File: config.mk
export PLATFORM = sky130hd
export DESIGN_NAME = skip_count_monitor
export DESIGN_NICKNAME = d
export VERILOG_FILES = /design/src/rtl/skip_count_monitor_pkg.sv /design/src/rtl/skip_count_monitor.sv
export SDC_FILE = /design/constraint.sdc
export NUM_CORES = 1
export LEC_CHECK = 0
export CORE_MARGIN = 5
export CORE_UTILIZATION = 50
export DETAILED_ROUTE_END_ITERATION = 6
export PLACE_DENSITY = 0.8
export SYNTH_ARGS = -nofsm -noshare
export SYNTH_HDL_FRONTEND = slang
export SYNTH_SLANG_ARGS = --single-unit
File: constraint.sdc
create_clock -name clk -period 4.7 [get_ports clk]
set_input_delay 1.41 -clock clk [delete_from_list [all_inputs] [get_ports clk]]
set_output_delay 1.41 -clock clk [all_outputs]
set_load 0.02 [all_outputs]
File: src/rtl/skip_count_monitor_pkg.sv
// Shared definitions for the skip counter and its monitor: state enum,
// code constants, successor and ordinal decode helpers.
package skip_count_monitor_pkg;

  typedef enum logic {
    HUNT   = 1'b0,
    LOCKED = 1'b1
  } mon_state_t;

  localparam logic [2:0] S0 = 3'd0;
  localparam logic [2:0] S1 = 3'd1;
  localparam logic [2:0] S2 = 3'd2;
  localparam logic [2:0] S3 = 3'd3;
  localparam logic [2:0] S4 = 3'd4;
  localparam logic [2:0] S5 = 3'd5;
  localparam logic [2:0] S6 = 3'd6;
  localparam logic [2:0] S7 = 3'd7;

  localparam logic [2:0] ORD_ILLEGAL = 3'd7;

  // Next code in the 0,1,2,4,5,6 cycle. Codes 3/7 have no successor; they
  // map to S0 but are never compared against, since exp is always legal.
  function automatic logic [2:0] skip_succ(input logic [2:0] code);
    logic [2:0] nxt;
    case (code)
      S0:      nxt = S1;
      S1:      nxt = S2;
      S2:      nxt = S4;
      S4:      nxt = S5;
      S5:      nxt = S6;
      default: nxt = S0;
    endcase
    return nxt;
  endfunction

  // Position of a code within the period; illegal codes decode to 7.
  function automatic logic [2:0] skip_ordinal(input logic [2:0] code);
    logic [2:0] ord;
    case (code)
      S0:      ord = 3'd0;
      S1:      ord = 3'd1;
      S2:      ord = 3'd2;
      S4:      ord = 3'd3;
      S5:      ord = 3'd4;
      S6:      ord = 3'd5;
      default: ord = ORD_ILLEGAL;
    endcase
    return ord;
  endfunction

  function automatic logic skip_illegal(input logic [2:0] code);
    return (code == S3) || (code == S7);
  endfunction

endpackage

File: src/rtl/skip_count_monitor.sv
// Receive-side checker for the skip counter: locks onto the 0,1,2,4,5,6
// sequence, decodes ordinals, flags illegal codes and sequence errors, and
// counts completed periods and errors. All outputs are registered.
module skip_count_monitor
  import skip_count_monitor_pkg::*;
#(
  parameter int CNT_W = 8,
  parameter int ERR_W = 4
) (
  input  logic             clk,
  input  logic             reset,
  input  logic             in_valid,
  input  logic [2:0]       a_in,
  input  logic             clear,
  output logic             locked,
  output logic [2:0]       ordinal,
  output logic             illegal,
  output logic             seq_err,
  output logic [CNT_W-1:0] period_cnt,
  output logic [ERR_W-1:0] err_cnt
);

  localparam logic [ERR_W-1:0] ERR_MAX = {ERR_W{1'b1}};
  localparam logic [ERR_W-1:0] ERR_ONE = {{(ERR_W-1){1'b0}}, 1'b1};
  localparam logic [CNT_W-1:0] CNT_ONE = {{(CNT_W-1){1'b0}}, 1'b1};

  mon_state_t       state_q, state_d;
  logic [2:0]       exp_q, exp_d;
  logic [2:0]       ordinal_q, ordinal_d;
  logic             illegal_q, illegal_d;
  logic             seq_err_q, seq_err_d;
  logic [CNT_W-1:0] period_q, period_d;
  logic [ERR_W-1:0] err_q, err_d;

  // Register all state; reset returns to HUNT expecting code 1.
  always_ff @(posedge clk) begin
    if (reset) begin
      state_q   <= HUNT;
      exp_q     <= S1;
      ordinal_q <= 3'd0;
      illegal_q <= 1'b0;
      seq_err_q <= 1'b0;
      period_q  <= '0;
      err_q     <= '0;
    end else begin
      state_q   <= state_d;
      exp_q     <= exp_d;
      ordinal_q <= ordinal_d;
      illegal_q <= illegal_d;
      seq_err_q <= seq_err_d;
      period_q  <= period_d;
      err_q     <= err_d;
    end
  end

  // Next-state logic: clear beats any sample; pulses default low each cycle.
  always_comb begin
    state_d   = state_q;
    exp_d     = exp_q;
    ordinal_d = ordinal_q;
    illegal_d = 1'b0;
    seq_err_d = 1'b0;
    period_d  = period_q;
    err_d     = err_q;

    if (clear) begin
      state_d  = HUNT;
      exp_d    = S1;
      period_d = '0;
      err_d    = '0;
    end else if (in_valid) begin
      ordinal_d = skip_ordinal(a_in);
      illegal_d = skip_illegal(a_in);
      case (state_q)
        HUNT: begin
          if (a_in == S0) begin
            state_d = LOCKED;
            exp_d   = S1;
          end
        end
        LOCKED: begin
          if (a_in == exp_q) begin
            exp_d = skip_succ(a_in);
            if (a_in == S0) begin
              period_d = period_q + CNT_ONE;
            end
          end else begin
            seq_err_d = 1'b1;
            if (err_q != ERR_MAX) begin
              err_d = err_q + ERR_ONE;
            end
            // A stray 0 is still a valid period start, so relock on it.
            exp_d = S1;
            if (a_in != S0) begin
              state_d = HUNT;
            end
          end
        end
        default: begin
          state_d = HUNT;
          exp_d   = S1;
        end
      endcase
    end
  end

  assign locked     = (state_q == LOCKED);
  assign ordinal    = ordinal_q;
  assign illegal    = illegal_q;
  assign seq_err    = seq_err_q;
  assign period_cnt = period_q;
  assign err_cnt    = err_q;

endmodule

==> results.cfg <==
; flow metrics
[status]
outcome = complete, no violations

[timing]
max_freq_mhz = 301
tightest_slew_ps = 512
hold_viol_final = 0
fin_skew_ps = 2.89
slew_viol_final = 0

[clock_tree]
cts_buffers = 3
post_cts_buffers = 0
cts_sinks = 21
clockBufferDepth = 2

[logic_synthesis]
ys_cells = 125
netlist_top_cells_count = 21 x dfxtp_1, 13 x a21oi_1, 11 x nor2_1
syn_avg_cell_area_sq_um = 8.75
yosysChipArea_sq_um = 1090
largest_area_cell = dfxtp_1
top_cells_by_area = dfxtp_1 38%, a21oi_1 5.9%, o31ai_1 4.8%
synth_top_area_share_pct = 38.4
synth-adder-area-share_pct = 2.29

[worst_setup_path]
critPathArrivalTime_ps = 3560
crit_path_start_kind = input port
end_kind = register
cp_num_buf_inv = 1
path_depth = 5
crit_path_start = a_in[1]

[global_route]
antenna_found_initial = 0
grt_max_degree = 17

[pwr]
leakage_nw = 0.456
p_per_area_nw_per_um2 = 225

[routing]
drt_iter0_drc = 21
routed_via_density = 5.69

[floorplanning]
die_h_um = 56.8
floorplan.core_util_pct = 50.9
core_area_sq_um = 2150
die_w_um = 56.8
num_rows = 17

[finish]
comb_area_sq_um = 606
final_cell_mix = 24 x clkdlybuf4s50_1, 21 x dfxtp_1, 13 x a21oi_1
buffers = 24
drive_gt1_share_pct = 7.64
buffer_area_share_pct = 18.0
fillCellCount = 200
instances_no_fill = 172
antenna_cells = 0
seqAreaFraction_pct = 31.5
largest_reg_flops = 8
clock_area_share_pct = 1.97

[job]
max_cap_violations = 0

[place]
io_buffers = 24

[hold_path]
hp-class = reg2reg
==> tightest hold or removal path, cell delays in order, from the launching register on <==
cell      delay [ps]
dfxtp_1          330
inv_1             50
a221oi_1          60
==> per-layer routing <==
metal,GRT usage (%),routed length (um),vias up
li1,-,-,501
met1,15.8,1030,451
met2,27.7,1140,21
met3,2.99,103,5
met4,7.62,46,0
met5,0,0,-
==> power groups by stage <==
stage / Combinational (mW) / Clock [mW] / Sequential [mW]
after global routing: 0.0367 / 0.0945 / 0.181
after detailed placement: 0.0336 / 0 / 0.185
final: 0.0335 / 0.0860 / 0.181
after floorplan: 0.0210 / 0 / 0.187
after global placement: 0.0334 / 0 / 0.185
after CTS: 0.0338 / 0.0898 / 0.181
**Congestion heat map**

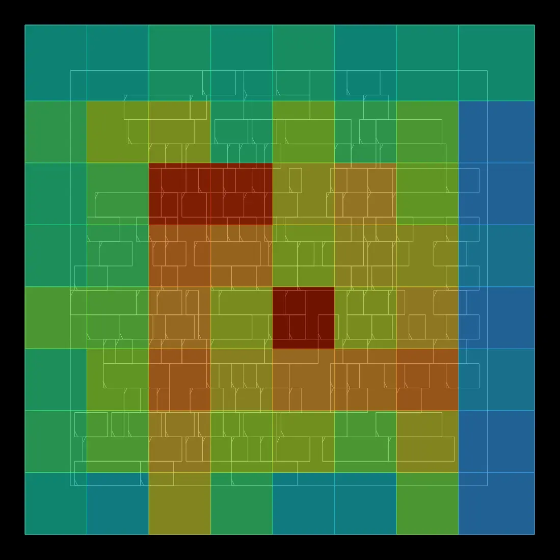
met2 usage: 27.7%
mean routed wirelength per cell: 13.4 um
Layout Utilization: 62.1%

**Register map, names as in the netlist**

(4 px per um) Other sequential cells in the stronger grey, the rest of the logic in the fainter grey.
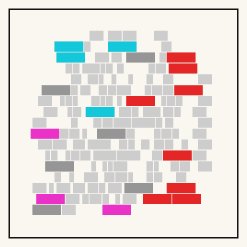
[magenta] `ordinal` | placed flops: 3
[cyan] `err_cnt` | placed flops: 4
[red] `period_cnt` | placed flops: 8
not coloured: 6

**Pin map**

(8 px per um) Pins as bars across the die edge, other pins in grey.
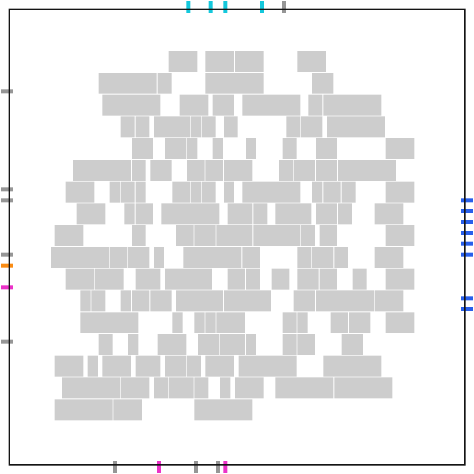
[blue] `period_cnt` | pins: 8 | direction: output | edge: right
[orange] `reset` | pins: 1 | direction: input | edge: left
[cyan] `err_cnt` | pins: 4 | direction: output | edge: top
[magenta] `ordinal` | pins: 3 | direction: output | edge: 2 bottom, 1 left
all pins by edge: 8 right, 7 left, 5 bottom, 5 top

**Selected gate families**

(4 px per um)
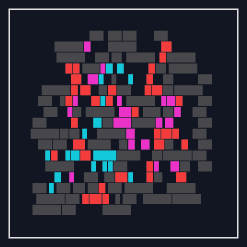
[red] aoi and oai cells | cells: 34
[magenta] nand cells | cells: 19
[cyan] nor cells | cells: 17

**Layout detail**

Region (16, 5) to (41, 30) um. Cells in grey, sequential cells in the stronger grey; small squares are vias.
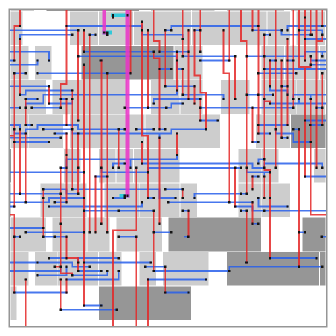
[cyan] metal 3
[magenta] metal 4
[blue] metal 1
[red] metal 2
sequential cells in the window: 4
netlist names of flops here include: `exp_q` (2)
most frequent: nor2_1 (5), o21ai_0 (4), dfxtp_1 (4)
cells with their middle in the window: 49

No activity file was given, so power comes from the tool's default toggle rates.
